class_map.png
Scale bar: 20 um.
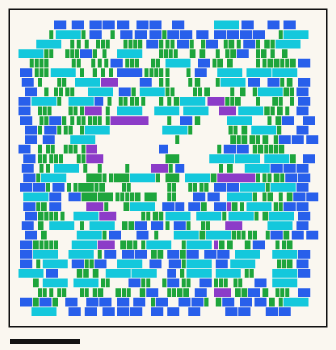
gates.png
Scale bar: 20 um.
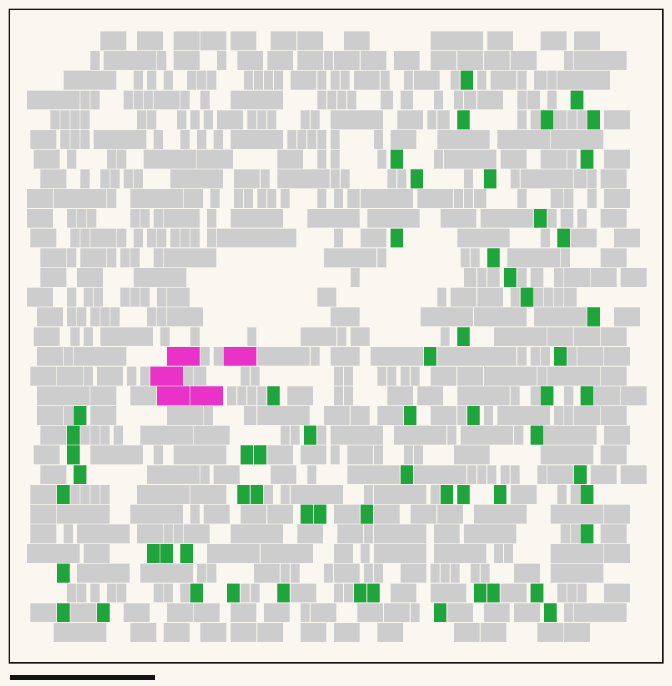
ff_map.png
Scale bar: 20 um.
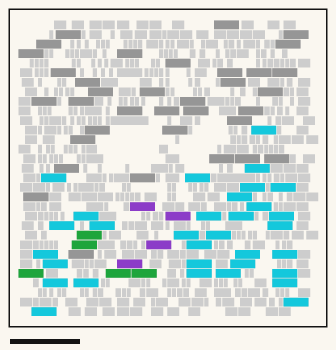
sizing.png
Scale bar: 20 um.
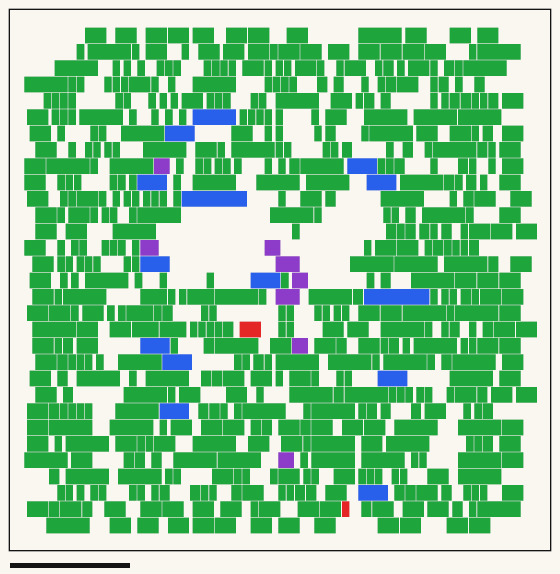
File: config.mk
export PLATFORM = sky130hd
export DESIGN_NAME = sq_exec_dispatch
export DESIGN_NICKNAME = d
export VERILOG_FILES = /design/src/rtl/mcu_exec_pkg.sv /design/src/rtl/exec_watchdog.sv /design/src/rtl/sq_exec_dispatch.sv
export SDC_FILE = /design/constraint.sdc
export NUM_CORES = 1
export LEC_CHECK = 0
export ABC_AREA = 1
export CAP_MARGIN = 40
export CORE_MARGIN = 2
export CORE_UTILIZATION = 43
export DETAILED_ROUTE_END_ITERATION = 7
export PLACE_DENSITY_LB_ADDON = 0.2
export SYNTH_ARGS = -nofsm -noshare
export SYNTH_HDL_FRONTEND = slang
export SYNTH_SLANG_ARGS = --single-unit
File: constraint.sdc
create_clock -name clk -period 3.63 [get_ports clk]
set_clock_uncertainty 0.05 [all_clocks]
set_input_delay 0.9075 -clock clk [delete_from_list [all_inputs] [get_ports clk]]
set_output_delay 0.9075 -clock clk [all_outputs]
set_load 0.02 [all_outputs]
File: src/rtl/mcu_exec_pkg.sv
// Shared opcodes, sequencer states and opcode legality check for the shift-unit sequencer.
package mcu_exec_pkg;

    localparam logic [3:0] OP_SHL = 4'd9;
    localparam logic [3:0] OP_SHR = 4'd10;
    localparam logic [3:0] OP_SRA = 4'd11;

    typedef enum logic [1:0] {
        IDLE  = 2'd0,
        ISSUE = 2'd1,
        WAIT  = 2'd2,
        RESP  = 2'd3
    } exec_state_t;

    function automatic logic is_shift_op(input logic [3:0] op);
        return (op == OP_SHL) || (op == OP_SHR) || (op == OP_SRA);
    endfunction

endpackage

File: src/rtl/exec_watchdog.sv
// WAIT-state watchdog: counts cycles while not cleared and flags expiry on the LIMIT-th cycle.
module exec_watchdog #(
    parameter int unsigned LIMIT = 64,
    parameter int unsigned CW    = $clog2(LIMIT + 1)
) (
    input  logic clk,
    input  logic reset,
    input  logic clear,
    output logic expired
);

    logic [CW-1:0] cnt_q;

    // cnt_q counts completed cycles, so the current cycle is number cnt_q + 1
    assign expired = (32'(cnt_q) == LIMIT - 1);

    always_ff @(posedge clk) begin
        if (reset || clear) begin
            cnt_q <= '0;
        end else if (!expired) begin
            cnt_q <= cnt_q + 1'b1;
        end
    end

endmodule

File: src/rtl/sq_exec_dispatch.sv
// Sequencer in front of the multi-cycle shifter: accept, enable, wait for done, respond.
// Define EXEC_TIMEOUT_EN to abort WAIT with an error after TIMEOUT_CYC cycles.
module sq_exec_dispatch
    import mcu_exec_pkg::*;
#(
    parameter int unsigned OP_SZ       = 32,
    parameter int unsigned TIMEOUT_CYC = 64,
    parameter int unsigned SH_W        = $clog2(OP_SZ)
) (
    input  logic             clk,
    input  logic             reset,
    input  logic             in_valid,
    output logic             in_ready,
    input  logic [3:0]       in_op,
    input  logic [OP_SZ-1:0] in_data,
    input  logic [SH_W-1:0]  in_shamt,
    output logic             res_valid,
    input  logic             res_ready,
    output logic [OP_SZ-1:0] res_data,
    output logic             res_err,
    output logic             busy,
    output logic             sh_en,
    output logic [3:0]       sh_op,
    output logic [OP_SZ-1:0] sh_data,
    output logic [SH_W-1:0]  sh_shift_value,
    input  logic [OP_SZ-1:0] sh_out,
    input  logic             sh_op_done
);

    exec_state_t      state_q, state_d;
    logic [3:0]       sh_op_q, sh_op_d;
    logic [OP_SZ-1:0] sh_data_q, sh_data_d;
    logic [SH_W-1:0]  sh_shamt_q, sh_shamt_d;
    logic [OP_SZ-1:0] res_data_q, res_data_d;
    logic             res_err_q, res_err_d;
    logic             wd_expired;

`ifdef EXEC_TIMEOUT_EN
    exec_watchdog #(
        .LIMIT (TIMEOUT_CYC)
    ) u_watchdog (
        .clk     (clk),
        .reset   (reset),
        .clear   (state_q != WAIT),
        .expired (wd_expired)
    );
`else
    logic unused_timeout;
    assign unused_timeout = (TIMEOUT_CYC == 0);
    assign wd_expired     = 1'b0;
`endif

    assign in_ready       = (state_q == IDLE);
    assign busy           = (state_q != IDLE);
    assign sh_en          = (state_q == ISSUE);
    assign res_valid      = (state_q == RESP);
    assign sh_op          = sh_op_q;
    assign sh_data        = sh_data_q;
    assign sh_shift_value = sh_shamt_q;
    assign res_data       = res_data_q;
    assign res_err        = res_err_q;

    always_ff @(posedge clk) begin
        if (reset) begin
            state_q    <= IDLE;
            sh_op_q    <= '0;
            sh_data_q  <= '0;
            sh_shamt_q <= '0;
            res_data_q <= '0;
            res_err_q  <= 1'b0;
        end else begin
            state_q    <= state_d;
            sh_op_q    <= sh_op_d;
            sh_data_q  <= sh_data_d;
            sh_shamt_q <= sh_shamt_d;
            res_data_q <= res_data_d;
            res_err_q  <= res_err_d;
        end
    end

    always_comb begin
        state_d    = state_q;
        sh_op_d    = sh_op_q;
        sh_data_d  = sh_data_q;
        sh_shamt_d = sh_shamt_q;
        res_data_d = res_data_q;
        res_err_d  = res_err_q;
        unique case (state_q)
            IDLE: begin
                if (in_valid) begin
                    sh_op_d    = in_op;
                    sh_data_d  = in_data;
                    sh_shamt_d = in_shamt;
                    if (is_shift_op(in_op)) begin
                        state_d = ISSUE;
                    end else begin
                        res_data_d = '0;
                        res_err_d  = 1'b1;
                        state_d    = RESP;
                    end
                end
            end
            ISSUE: state_d = WAIT;
            WAIT: begin
                // done has priority over a simultaneous watchdog expiry
                if (sh_op_done) begin
                    res_data_d = sh_out;
                    res_err_d  = 1'b0;
                    state_d    = RESP;
                end else if (wd_expired) begin
                    res_data_d = '0;
                    res_err_d  = 1'b1;
                    state_d    = RESP;
                end
            end
            RESP: begin
                if (res_ready) begin
                    state_d = IDLE;
                end
            end
            default: state_d = IDLE;
        endcase
    end

endmodule
==> metrics.cfg <==
[grt]
grt-ovfl-total=0
gr-usage-all-layers_pct=21.01
grt_util_met2_pct=36.05

[logic_synthesis]
synth.most_common_cell=nor2_1
yosysTopAreaCell=dfxtp_1
synth_xor_xnor_area_share_pct=0
fp_nets=547
common_cells=131 x nor2_1, 94 x nand2_1, 76 x dfxtp_1

[clock_tree]
ctsResizeCount=0
cts.path.max_buffers=2
cts_setup_buffers=0

[cells_and_area]
dominant_cells=buffers
fin_cells=711
final_cell_mix=155 x clkdlybuf4s50_1, 131 x nor2_1, 94 x nand2_1, 76 x dfxtp_1, 45 x inv_1
nClkBuffers=13
drive_gt1_share_pct=3.922
layout.nonclk_buf_share_pct=32.22
regArea_um2=1521
n_antenna_cell=0
syn2layout_area_growth_pct=57.25
combGateArea_um2=1335

[worst_hold_path]
whs_endpoint=res_data[24]
whs_path_depth=2

[pwr]
comb_power_uw=2040
power.density_nw_per_um2=798.9
p_leak_uw=0.002253

[drt]
drtPass1Iterations=4
top_layer=met4
m1WireLength_um=3588
vias_per_cell=4.516
vias=3211
routed-wl-met3_um=500

[die]
num_rows=31
fp_util_pct=44.02
taps=99
core-area_um2=7214
die_area_um2=8088
fp.dieH_um=89.94

[timing]
timing.fmax_mhz=362.8
setup_viol=0
worst-slew-pin-transition_ns=0.5518
relSlewSlack_pct=63.16
setup_ws_ns=0.8736

[outcome]
status=finished clean

[run]
cap_violations=0

[placement]
gp_congestion=0.7725

[worst_setup_path]
path_max_fanout=6

-- class_map.png (at the start) --
class	color	cells	share of their area
registers	cyan	76	31%
clock drivers and dummy loads	purple	16	4.7%
remaining buffers and delay cells	blue	161	33%
remaining logic cells	green	359	31%

-- gates.png (at the start) --
family	color	cells	where
fa/ha/maj cells	magenta	5	west
aoi and oai cells	green	61	all over the die

-- ff_map.png (at the start) --
netlist name	color	placed flops
sh_shift_value	green	5
sh_op	purple	4
sh_data	cyan	32
not colored	35

-- sizing.png (at the start) --
size	color	cells	share
x6 and larger	blue	14	2.3%
x1 and smaller	green	588	96%
x2	red	2	0.33%
x3 and x4	purple	8	1.3%

==> per-stage QoR <==
| step | power, uW | cell area, um^2 | hold WS [ns] |
|---|---|---|---|
| 2_1_floorplan | 2551 | 3176 | 0.5104 |
| 3_3_place_gp | 3218 | 4766 | 0.4121 |
| 3_5_place_dp | 3281 | 4766 | 0.4215 |
| 4_1_cts | 4021 | 4994 | 0.4399 |
| 5_1_grt | 4294 | 4994 | 0.4599 |
| 6_report | 3989 | 4994 | 0.4354 |
==> worst max-delay path, cell delays in order (launching register included) <==
cell             delay, ns
dfxtp_1               0.33
inv_1                 0.13
ha_1                  0.33
clkdlybuf4s50_1       0.67
==> registers in the layout, indices dropped and copies added (netlist names) <==
signal,count
res_data,32
sh_data,32
sh_shift_value,5
sh_op,4
state_q,2
res_err,1
No activity file was given, so power comes from the tool's default toggle rates.
